## src/rtl/rcpu_pkg.sv

```systemverilog
// Shared RCPU datapath constants and types used by the register file slice.
package rcpu_pkg;
  localparam int WORD_W     = 16;
  localparam int REG_ADDR_W = 3;
  localparam int REG_COUNT  = 8;
  localparam int CNT_W      = 16;

  typedef logic [WORD_W-1:0]     word_t;
  typedef logic [REG_ADDR_W-1:0] reg_addr_t;
  typedef logic [CNT_W-1:0]      cnt_t;
endpackage

```

## src/rtl/register_file_if.sv

```systemverilog
// Bus between decode/writeback (master) and the register file (slave).
// Handshake: a read request is sampled on a rising edge; valid_x is high for
// exactly the cycle after each sampled request and out_x holds otherwise.
interface register_file_if;
  import rcpu_pkg::*;

  logic      en;
  reg_addr_t waddr;
  word_t     in;
  logic      rd_req_a;
  reg_addr_t raddr_a;
  word_t     out_a;
  logic      valid_a;
  logic      rd_req_b;
  reg_addr_t raddr_b;
  word_t     out_b;
  logic      valid_b;
  cnt_t      wr_count;

  modport master (
    output en, waddr, in, rd_req_a, raddr_a, rd_req_b, raddr_b,
    input  out_a, valid_a, out_b, valid_b, wr_count
  );

  modport slave (
    input  en, waddr, in, rd_req_a, raddr_a, rd_req_b, raddr_b,
    output out_a, valid_a, out_b, valid_b, wr_count
  );
endinterface

```

## src/rtl/register_file_read_port.sv

```systemverilog
// One registered read port: same-edge write bypass, output hold, one-cycle valid.
module read_port
  import rcpu_pkg::*;
#(
  parameter int WIDTH = WORD_W
) (
  input  logic             clk,
  input  logic             rst,
  input  logic             rd_req,
  input  reg_addr_t        raddr,
  input  logic             en,
  input  reg_addr_t        waddr,
  input  logic [WIDTH-1:0] wdata,
  input  logic [WIDTH-1:0] rdata,
  output logic [WIDTH-1:0] out,
  output logic             valid
);
  logic             hit;
  logic [WIDTH-1:0] sel_data;

  always_comb begin
    hit      = en && (waddr == raddr);
    sel_data = hit ? wdata : rdata;
  end

  // out only moves on a request, so it holds the last read between requests
  always_ff @(posedge clk) begin
    if (rst) begin
      out   <= '0;
      valid <= 1'b0;
    end else begin
      valid <= rd_req;
      if (rd_req) out <= sel_data;
    end
  end
endmodule

```

## src/rtl/register_file.sv

```systemverilog
// Eight-entry register file: one write port, two independent registered read ports.
module register_file
  import rcpu_pkg::*;
#(
  parameter int WIDTH = WORD_W,
  parameter int DEPTH = REG_COUNT
) (
  input logic             clk,
  input logic             rst,
  register_file_if.slave  bus
);
  logic [WIDTH-1:0] mem [DEPTH];
  cnt_t             cnt;

  always_ff @(posedge clk) begin
    if (rst) begin
      for (int i = 0; i < DEPTH; i++) mem[i] <= '0;
      cnt <= '0;
    end else if (bus.en) begin
      mem[bus.waddr] <= bus.in;
      cnt            <= cnt + cnt_t'(1);
    end
  end

  assign bus.wr_count = cnt;

  read_port #(.WIDTH(WIDTH)) u_port_a (
    .clk    (clk),
    .rst    (rst),
    .rd_req (bus.rd_req_a),
    .raddr  (bus.raddr_a),
    .en     (bus.en),
    .waddr  (bus.waddr),
    .wdata  (bus.in),
    .rdata  (mem[bus.raddr_a]),
    .out    (bus.out_a),
    .valid  (bus.valid_a)
  );

  read_port #(.WIDTH(WIDTH)) u_port_b (
    .clk    (clk),
    .rst    (rst),
    .rd_req (bus.rd_req_b),
    .raddr  (bus.raddr_b),
    .en     (bus.en),
    .waddr  (bus.waddr),
    .wdata  (bus.in),
    .rdata  (mem[bus.raddr_b]),
    .out    (bus.out_b),
    .valid  (bus.valid_b)
  );
endmodule
```

## src/flat_wrapper.sv

```systemverilog
// flat-port wrapper written by rule: the top's interface ports become plain ports
module register_file_flat import rcpu_pkg::*;
#(
  parameter int WIDTH = WORD_W,
  parameter int DEPTH = REG_COUNT
)
  (clk, rst, bus_en, bus_waddr, bus_in, bus_rd_req_a, bus_raddr_a, bus_rd_req_b, bus_raddr_b, bus_out_a, bus_valid_a, bus_out_b, bus_valid_b, bus_wr_count);
  register_file_if bus_i ();
  input logic clk;
  input logic rst;
  input wire logic [$bits(bus_i.en)-1:0] bus_en;
  input wire logic [$bits(bus_i.waddr)-1:0] bus_waddr;
  input wire logic [$bits(bus_i.in)-1:0] bus_in;
  input wire logic [$bits(bus_i.rd_req_a)-1:0] bus_rd_req_a;
  input wire logic [$bits(bus_i.raddr_a)-1:0] bus_raddr_a;
  input wire logic [$bits(bus_i.rd_req_b)-1:0] bus_rd_req_b;
  input wire logic [$bits(bus_i.raddr_b)-1:0] bus_raddr_b;
  output wire logic [$bits(bus_i.out_a)-1:0] bus_out_a;
  output wire logic [$bits(bus_i.valid_a)-1:0] bus_valid_a;
  output wire logic [$bits(bus_i.out_b)-1:0] bus_out_b;
  output wire logic [$bits(bus_i.valid_b)-1:0] bus_valid_b;
  output wire logic [$bits(bus_i.wr_count)-1:0] bus_wr_count;
  assign bus_i.en = bus_en;
  assign bus_i.waddr = bus_waddr;
  assign bus_i.in = bus_in;
  assign bus_i.rd_req_a = bus_rd_req_a;
  assign bus_i.raddr_a = bus_raddr_a;
  assign bus_i.rd_req_b = bus_rd_req_b;
  assign bus_i.raddr_b = bus_raddr_b;
  assign bus_out_a = bus_i.out_a;
  assign bus_valid_a = bus_i.valid_a;
  assign bus_out_b = bus_i.out_b;
  assign bus_valid_b = bus_i.valid_b;
  assign bus_wr_count = bus_i.wr_count;
  register_file #(.WIDTH(WIDTH), .DEPTH(DEPTH)) u_core (.clk(clk), .rst(rst), .bus(bus_i));
endmodule
```

## config.mk

```make
export PLATFORM = sky130hd
export DESIGN_NAME = register_file_flat
export DESIGN_NICKNAME = d
export VERILOG_FILES = /design/src/rtl/rcpu_pkg.sv /design/src/rtl/register_file_if.sv /design/src/rtl/register_file_read_port.sv /design/src/rtl/register_file.sv /design/src/flat_wrapper.sv
export SDC_FILE = /design/constraint.sdc
export NUM_CORES = 1
export LEC_CHECK = 0
export CAP_MARGIN = 15
export CORE_UTILIZATION = 55
export CTS_BUF_LIST = sky130_fd_sc_hd__clkbuf_2
export DETAILED_ROUTE_END_ITERATION = 10
export GPL_ROUTABILITY_DRIVEN = 0
export PLACE_DENSITY_LB_ADDON = 0.08
export RECOVER_POWER = 100
export SLEW_MARGIN = 0
export SYNTH_ARGS = -nofsm -noshare
export SYNTH_HDL_FRONTEND = slang
export SYNTH_SLANG_ARGS = --single-unit
```

## constraint.sdc

```tcl
create_clock -name clk -period 2.7 [get_ports clk]
set_input_delay 0.405 -clock clk [delete_from_list [all_inputs] [get_ports clk]]
set_output_delay 0.405 -clock clk [all_outputs]
set_load 0.005 [all_outputs]
```

==> impl_report.txt, run 1 <==
==== FLOW RESULTS ====
----------------------------------------------------
[Final layout]
  Proportion of layout cells with a drive suffix above 1 ........................ 16.13%
  Register area ........................ 0.004845 sq mm
  Combinational Area ........................ 0.003674 sq mm
  Fillcell total ........................ 1185
  Summed area of non-filler cells in the final layout ........................ 0.01014 sq mm

[STA]
  Timing-limited maximum frequency ........................ 428.4 MHz
  Slew HR ........................ 17.11%
  Unrepaired setup endpoints after global routing ........................ false
  Pins over their slew limit ........................ 0
  Final worst path period need ........................ 2334 ps
  Final setup viols ........................ 0
  Final clock skew ........................ 32.97 ps
  Period utilization ........................ 86.46%
  Hold Fails Final Rpt ........................ 0

[Logic synthesis]
  Total cells reported by yosys after synthesis ........................ 655
  Synthesized cell area ........................ 0.008812 sq mm
  Most frequent cell after synthesis ........................ and2_1
  Cells after synthesis ........................ 655
  Area share, top type ........................ 43.62%
  Synth area leaders ........................ edfxtp_1, dfxtp_1, mux4_2
  Synthesis Warnings ........................ 0
  Number of nets at floorplan ........................ 686

[Floorplanning]
  I/O pins ........................ 80
  Die height ........................ 128.6 um

[Critical path]
  Path type of the worst setup path ........................ in2reg
  Worst path cell trace ........................ dlygate4sd3_1 > nand2b_1 > nor4_1 > and2_0 > a221o_1
  Internal reg-to-reg setup slack ........................ 1050 ps
  Worst setup path start ........................ rst
  Critical Path End ........................ u_core.u_port_b.out[15]
  Critical path fanouts, max ........................ 16
  CP max-delay cell ........................ and2_0
  Family of cells with the greatest summed delay on the critical path ........................ simple AND/OR/NAND/NOR gates
  Cell depth of the worst flop-to-flop path ........................ 4

[Routing]
  Pre-antenna DRT Iters ........................ 5
  Total wirelength of the detailed-routed design ........................ 23610 um
  DRC errors left ........................ 0
  Violation count after the first detailed-routing iteration ........................ 574
  Wire length per cell ........................ 24.55 um

[Global route]
  Via count of the first global-routing pass ........................ 6316
  Number of antenna violations at the first check in global routing ........................ 1
  First-pass GRT wire length ........................ 35860 um
  Grt ovf ........................ 0
  Maximum number of pins on one net before global-route repair ........................ 34

[CTS]
  Number of buffers inserted by post-CTS setup repair ........................ 0
  CTS Root Buffer Type ........................ clkbuf_2
  Deepest level of the CTS H-tree ........................ 4

[Placed design]
  Number of buffer cells added on primary ports ........................ 79

[Run status]
  Run status ........................ finished clean

[Pwr]
  Power density normalized to cell area ........................ 537.8 mW/mm^2

----------------------------------------------------
run 1: flip-flops by register name, summed over array words and instances (netlist names):
name	count
u_core.u_port_a.out	16
u_core.mem	128
u_core.u_port_b.valid	1
u_core.u_port_b.out	16
u_core.u_port_a.valid	1
u_core.bus.wr_count	16
run 1: where the power goes:
part	internal, mW	total, mW	switching [mW]	leakage [nW]
clock network	0.608	1.51	0.897	0.154
logic	0.373	0.755	0.382	1.90
registers	3.10	3.20	0.0965	1.64
run 1: area by class of cell:
class | instances | share of cell area (%)
clock buffer | 20 | 0.9867
timing repair buffer | 116 | 10.79
antenna | 1 | 0.02467
tap | 211 | 2.602
sequential | 178 | 47.76
multi-input combinational | 425 | 36.21
clock inverter | 11 | 1.628
run 1: per-stage QoR:
stage | power, mW | std cells | util [%] | setup WS (ps)
floorplan | 3.668 | 655 | - | 835.9
global placement | 3.998 | 930 | 64.33 | 115.7
CTS | 5.498 | 961 | 66.05 | 486.7
global route | 5.643 | 962 | 65.76 | 353.9
detailed placement | 4.028 | 930 | 64.33 | 12.20
finish | 5.456 | 962 | 65.76 | 365.6
run 1: how the worst min path moves through the flow:
stage | from | to | slack, ps | cells after the start
after floorplan | u_core.bus.wr_count[15] | u_core.bus.wr_count[15] | 470 | 2
after global placement | u_core.u_port_a.out[7] | u_core.u_port_a.out[7] | 470 | 1
after detailed placement | u_core.u_port_a.out[9] | u_core.u_port_a.out[9] | 470 | 1
after CTS | bus_rd_req_b | u_core.u_port_b.valid | 260 | 2
after global routing | bus_rd_req_a | u_core.u_port_a.out[8] | 260 | 2
final | bus_rd_req_a | u_core.u_port_a.out[8] | 330 | 2
run 1: layout by cell type (no fill, tap or decap), types with 15 or more instances in the layout:
master,count
a221o_1,31
and2_0,60
and2_1,70
buf_4,22
clkbuf_2,20
clkdlybuf4s50_1,25
dfxtp_1,50
dlygate4sd3_1,51
edfxtp_1,128
mux2_2,15
mux2i_1,32
mux4_2,41
nor2_1,42
nor3_1,16
run 1: logic make-up (layout without fill, tap and decap cells):
family          Yosys count  after routing  share of synthesized area, %
simple gates            236            236                         15.24
flops                   178            178                         54.98
mux                      88             88                         16.03
compound gates           83             83                         8.675
buf+inv                  52            147                         3.251
xor+xnor                 17             17                         1.690
fa+ha+maj                 1              1                        0.1420
other cells               0              1                             0
run 1: metal layers:
layer	track usage, %	vias up	part of all wire, %
met5	0	-	0
met4	12.04	0	3.0
met3	7.027	56	7.2
met2	50.52	295	50
met1	38.26	3091	40
li1	-	2683	-
run 1: worst register-to-register path: cells and delay by family, from the launching register on:
| family | cells | cell delay (ps) |
|---|---|---|
| compound gates | 1 | 140 |
| flops | 1 | 470 |
| simple gates | 3 | 980 |
Fig. 1: run 1, zoomed window
Window x 39 to 89, y 65 to 115 um. Cells in gray, sequential cells in the stronger gray; small squares are vias.
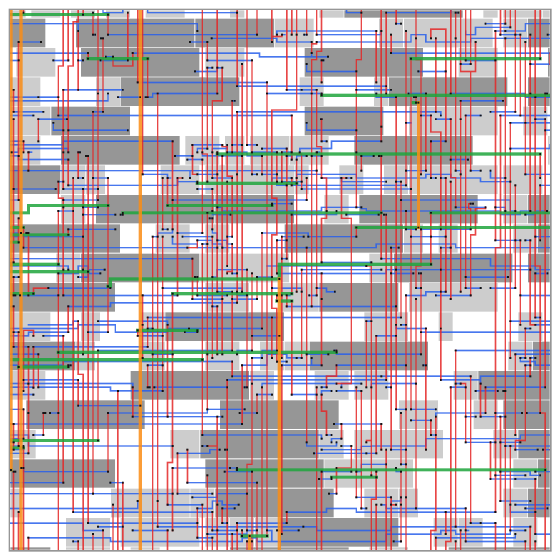
| color | layer |
|---|---|
| red | met2 |
| blue | met1 |
| green | met3 |
| orange | met4 |
cells with their middle in the window: 110
most frequent: edfxtp_1 (26), and2_0 (18), and2_1 (15)
sequential cells in the window: 31
netlist names of flops here include: `u_core.mem` (26), `u_core.u_port_b.out` (4)

Fig. 2: run 1, cell placement
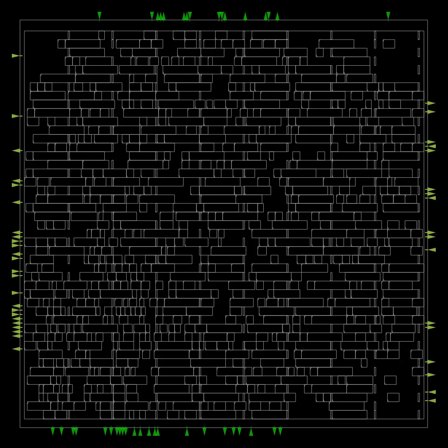
Placeable Area: 0.01543 sq mm
core utilization of the finished layout: 65.76%

Fig. 3: run 1, drive-strength map
Scale: 2 px per um.
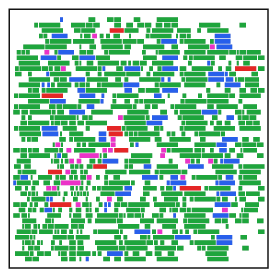
| color | size | cells |
|---|---|---|
| magenta | drive 3 to 4 | 28 |
| blue | drive 2 | 83 |
| red | drive 6 and up | 10 |
| green | drive 1 or less | 629 |

==> run 2, diff against run 1 <==
SETUP_SLACK_MARGIN = 0.3   (was default)
Fig. 4: run 2, floorplan with the power grid
Scale: 4 px per um. Pins as bars on the die edge.
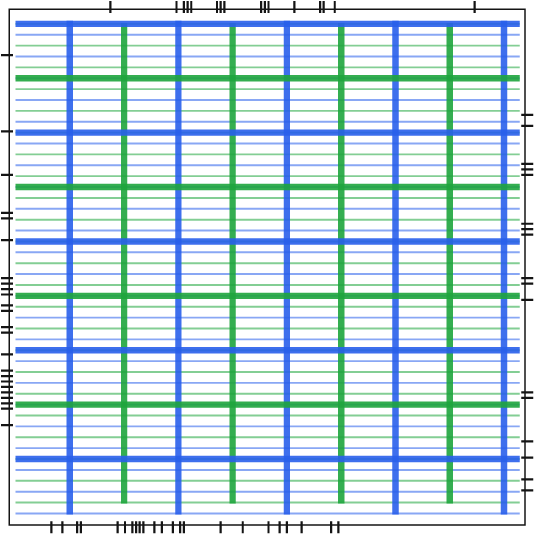
| color | net |
|---|---|
| blue | VSS |
| green | VDD |
signal pins: 80
rows: 45

==> impl_report.txt, run 2 <==
==== FLOW RESULTS ====
----------------------------------------------------
[Pwr]
  Power after layout ........................ 5.456 mW (unchanged)
  Power density normalized to cell area ........................ 537.8 mW/mm^2 (unchanged)

[Final layout]
  Register name with the most flops ........................ u_core.mem
  Proportion of layout cells with a drive suffix above 1 ........................ 16.13% (unchanged)
  Number of flip-flops under the largest register name ........................ 128 (unchanged)
  Summed area of non-filler cells in the final layout ........................ 0.01014 sq mm (unchanged)
  Most frequent cells in the layout ........................ edfxtp_1, and2_1, and2_0, dlygate4sd3_1, dfxtp_1

[Global route]
  First-pass GRT wire length ........................ 35860 um (unchanged)
  Maximum number of pins on one net before global-route repair ........................ 34 (unchanged)
  Grt ovf ........................ 0 (unchanged)
  Number of antenna violations at the first check in global routing ........................ 1 (unchanged)

[STA]
  Final setup viols ........................ 0 (unchanged)
  Least setup slack across all paths after layout ........................ 365.6 ps (unchanged)
  Hold Fails Final Rpt ........................ 0 (unchanged)
  Period utilization ........................ 86.46% (unchanged)

[Logic synthesis]
  Number of nets at floorplan ........................ 686 (unchanged)
  Area share, top type ........................ 43.62% (unchanged)
  Cells after synthesis ........................ 655 (unchanged)

[Run status]
  Run status ........................ finished clean

[Floorplanning]
  Die height ........................ 128.6 um (unchanged)

[Routing]
  DRC errors left ........................ 0 (unchanged)
  Violation count after the first detailed-routing iteration ........................ 574 (unchanged)

[Placed design]
  Pre-CTS WS ........................ 12.20 ps (unchanged)

[CTS]
  Deepest level of the CTS H-tree ........................ 4 (unchanged)
  CTS Root Buffer Type ........................ clkbuf_2

----------------------------------------------------
Fig. 5: run 2, routed metal per tile
Scale: 3 px per um. The die is cut into 26 by 26 equal tiles; dark purple is low, yellow is high, scaled to the fullest tile. Values are wire area over tile area, all layers added.
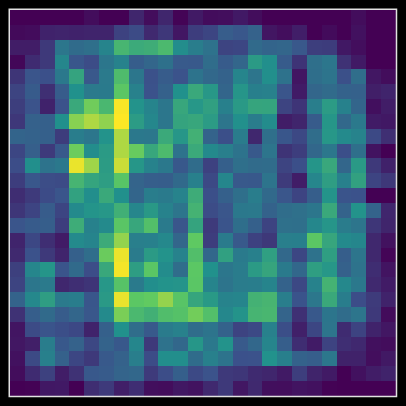
emptiest ninth of the die: top right
tiles over half the peak: 20%
fullest tile: 0.71
nearly empty tiles: 5.6%
mean over tiles: 0.23

==> run 2: cell counts after synthesis <==
Identical to the previous run, type by type.
==> run 2: path summary, 6_finish.rpt <==
check | slack (ps) | from | depth (start not counted) | to
worst max register to register | 1050 | u_core.bus.wr_count[2] | 4 | u_core.bus.wr_count[15]
worst min-delay path | 330 | bus_rd_req_a | 2 | u_core.u_port_a.out[8]
worst min register to register | 510 | u_core.u_port_b.out[4] | 1 | u_core.u_port_b.out[4]
worst max-delay path | 370 | rst | 5 | u_core.u_port_b.out[15]
==> run 2: metal layers <==
metal / share of wire, % / vias up / track usage, %
met2: 50 / 295 / 50.52
met1: 40 / 3091 / 38.26
met5: 0 / - / 0
li1: - / 2683 / -
met3: 7.2 / 56 / 7.027
met4: 3.0 / 0 / 12.04
==> run 2: area by class of cell <==
type                    instances  area [sq um]
diodes                          1         2.502
multi-input cells             425          3674
repair buffers                116          1095
well taps                     211         264.0
fillers                      1185          5283
clock inverters                11         165.2
flip-flops and latches        178          4845
clock buffers                  20         100.1
==> run 2: stage by stage <==
| stage | cells | hold slack [ps] |
|---|---|---|
| after floorplan | 655 | 474.3 |
| after global placement | 930 | 469.7 |
| after detailed placement | 930 | 474.6 |
| after CTS | 961 | 262.8 |
| after global routing | 962 | 262.3 |
| final | 962 | 327.8 |
==> run 2: power breakdown <==
part | switching [mW] | total [mW] | internal (mW)
combinational | 0.382 | 0.755 | 0.373
clock | 0.897 | 1.51 | 0.608
sequential | 0.0965 | 3.20 | 3.10
==> run 2: worst max-delay path, cell delays in order <==
cell	delay [ps]
dlygate4sd3_1	580
nand2b_1	350
nor4_1	360
and2_0	990
a221o_1	310
==> run 2: logic make-up after synthesis <==
group	after synthesis	synth area share [%]
AND-OR/OR-AND	83	8.675
XOR/XNOR	17	1.690
adder cells (fa/ha/maj)	1	0.1420
buffers and inverters	52	3.251
flip-flops	178	54.98
multiplexers	88	16.03
AND/OR/NAND/NOR	236	15.24
==> run 3, diff against run 2 <==
CORE_UTILIZATION = 57   (was 55)
Fig. 6: run 3, drive-strength map
Scale: 2 px per um.
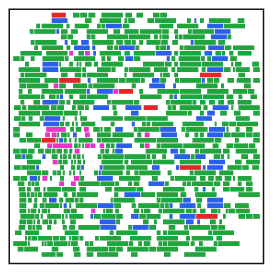
| color | size | cells |
|---|---|---|
| blue | drive 2 | 88 |
| magenta | drive 3 to 4 | 23 |
| green | drive 1 or less | 629 |
| red | drive 6 and up | 8 |

==> impl_report.txt, run 3 <==
==== FLOW RESULTS ====
----------------------------------------------------
[Critical path]
  CP max-delay cell ........................ and2_0
  R2r endpoint ........................ u_core.bus.wr_count[15]
  Reg-to-reg critical path startpoint ........................ u_core.bus.wr_count[2]
  Maximum cell stage delay along the critical path ........................ 1060 ps (+70 ps)
  Internal reg-to-reg setup slack ........................ 1040 ps (about the same)
  Worst path cell trace ........................ dlygate4sd3_1 > nand2b_1 > nor4_1 > and2_0 > a221o_1
  Cell depth of the worst flop-to-flop path ........................ 4 (unchanged)

[Global route]
  Most used routing layer in global routing ........................ met2
  Grt ovf ........................ 0 (unchanged)
  Maximum number of pins on one net before global-route repair ........................ 47 (+38%)
  GR Layer Usage met1 ........................ 41.66% (+3.4 points)
  First-pass GRT wire length ........................ 36190 um (+0.92%)
  Global routing met2 resource utilization ........................ 50.50% (about the same)
  Number of antenna violations at the first check in global routing ........................ 1 (unchanged)

[STA]
  Hold Fails Final Rpt ........................ 0 (unchanged)
  Least setup slack across all paths after layout ........................ 360.7 ps (-4.877 ps)
  Final clock skew ........................ 36.08 ps
  Period utilization ........................ 86.64% (+0.18 points)
  Slew of the pin with the lowest slew margin ........................ 1331 ps
  Sum of negative setup slack ........................ 0 ps
  Final setup viols ........................ 0 (unchanged)

[CTS]
  Deepest level of the CTS H-tree ........................ 4 (unchanged)
  Number of sinks on the clock net ........................ 178
  Number of CTS-inserted buffers ........................ 17
  CTS Root Buffer Type ........................ clkbuf_2

[Routing]
  DRC errors left ........................ 2 (+2)
  Violation count after the first detailed-routing iteration ........................ 726 (+26%)

[Final layout]
  Number of flip-flops under the largest register name ........................ 128 (unchanged)
  Proportion of layout cells with a drive suffix above 1 ........................ 15.91% (-0.22 points)
  Register name with the most flops ........................ u_core.mem
  Fillcell total ........................ 1132 (-4.5%)
  Most frequent cells in the layout ........................ edfxtp_1, and2_1, and2_0, dlygate4sd3_1, dfxtp_1

[Floorplanning]
  DIE AREA ........................ 0.01596 sq mm
  Die height ........................ 126.3 um (-1.7%)
  Width of the die ........................ 126.3 um

[Run status]
  Failing checks ........................ DRC
  Run status ........................ complete, but fails checks

[Placed design]
  Pre-CTS WS ........................ -0.8131 ps (-13.02 ps)

[Logic synthesis]
  Count of unique library cells instantiated by Yosys ........................ 39
  Cells after synthesis ........................ 655 (unchanged)
  Area share, top type ........................ 43.62% (unchanged)
  Number of nets at floorplan ........................ 686 (unchanged)
  Flip-flop cell with the highest count after synthesis ........................ edfxtp_1
  Synth area leaders ........................ edfxtp_1, dfxtp_1, mux4_2

[Pwr]
  Power density normalized to cell area ........................ 545.5 mW/mm^2 (+1.4%)
  Maximum vdd drop ........................ 0.3151 mV

[Min path]
  Min-Delay Startpoint ........................ bus_rd_req_a
  Hold path cells ........................ 2 (unchanged)
  Endpoint of the worst hold-timing path ........................ u_core.u_port_a.out[8]
  Type of the most critical hold path ........................ in2reg

----------------------------------------------------
Fig. 7: run 3, cell placement
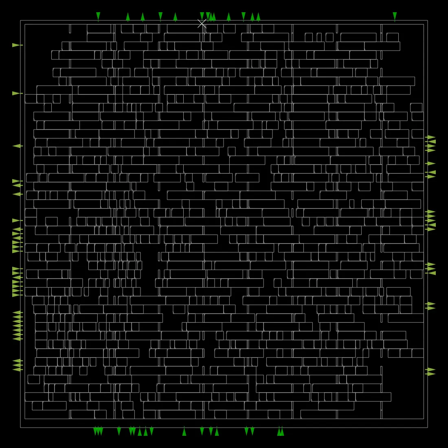
tally of non-filler cells in the final layout: 937
core utilization of the finished layout: 66.40%
# Taps: 188
Placeable Area: 0.01515 sq mm

-- run 3: area by class of cell --
cell class                      count  area [sq um]  share of cell area [%]
Sequential cell                   178          4845                   48.17
Clock buffer                       21         105.1                   1.045
Tap cell                          188         235.2                   2.339
Timing Repair Buffer              113          1037                   10.31
Clock inverter                     11         158.9                   1.580
Antenna cell                        1         2.502                 0.02488
Multi-Input combinational cell    425          3674                   36.53
-- run 3: cell families after synthesis --
family          synth area share (%)
xor+xnor                       1.690
mux                            16.03
fa+ha+maj                     0.1420
flops                          54.98
compound gates                 8.675
simple gates                   15.24
buf+inv                        3.251
-- run 3: through the flow --
stage          std cells  util (%)  total power, mW  area (sq um)  hold WS, ps
2_1_floorplan        655         -            3.668          8812        474.3
3_5_place_dp         904     65.02            4.019          9848        474.5
4_1_cts              936     66.77            5.512         10110        284.3
5_1_grt              937     66.40            5.671         10060        299.8
3_3_place_gp         904     65.02            3.992          9848        469.6
6_report             937     66.40            5.486         10060        343.1
-- run 3: power breakdown --
part	leakage [nW]	switching [mW]	internal, mW
combinational	1.87	0.383	0.367
clock	0.173	0.919	0.620
sequential	1.64	0.0979	3.10
-- run 3: metal layers --
metal	wire, um	up-vias
met2	11550	352
met4	748	0
met3	2089	60
li1	-	2670
met1	9301	3065
met5	0	-
-- run 3: worst max path at each step --
| stage | slack, ps | cells after the start | start | end |
|---|---|---|---|---|
| finish | 360 | 5 | rst | u_core.u_port_b.out[9] |
| global route | 320 | 5 | rst | u_core.u_port_b.out[0] |
| CTS | 450 | 1 | u_core.bus.wr_count[11] | bus_wr_count[11] |
| detailed placement | -0.8 | 5 | bus_waddr[0] | u_core.u_port_a.out[11] |
| global placement | 70 | 5 | bus_waddr[0] | u_core.u_port_a.out[15] |
| floorplan | 840 | 5 | bus_en | u_core.mem[0][0] |
-- run 3: critical path, delay by kind of cell --
family / cells / cell delay (ps)
and+or+nand+nor: 3 / 1760
buffers and inverters: 1 / 570
AOI/OAI and AO/OA: 1 / 320
Power figures rest on the tool's default switching activity, not on a simulated workload.
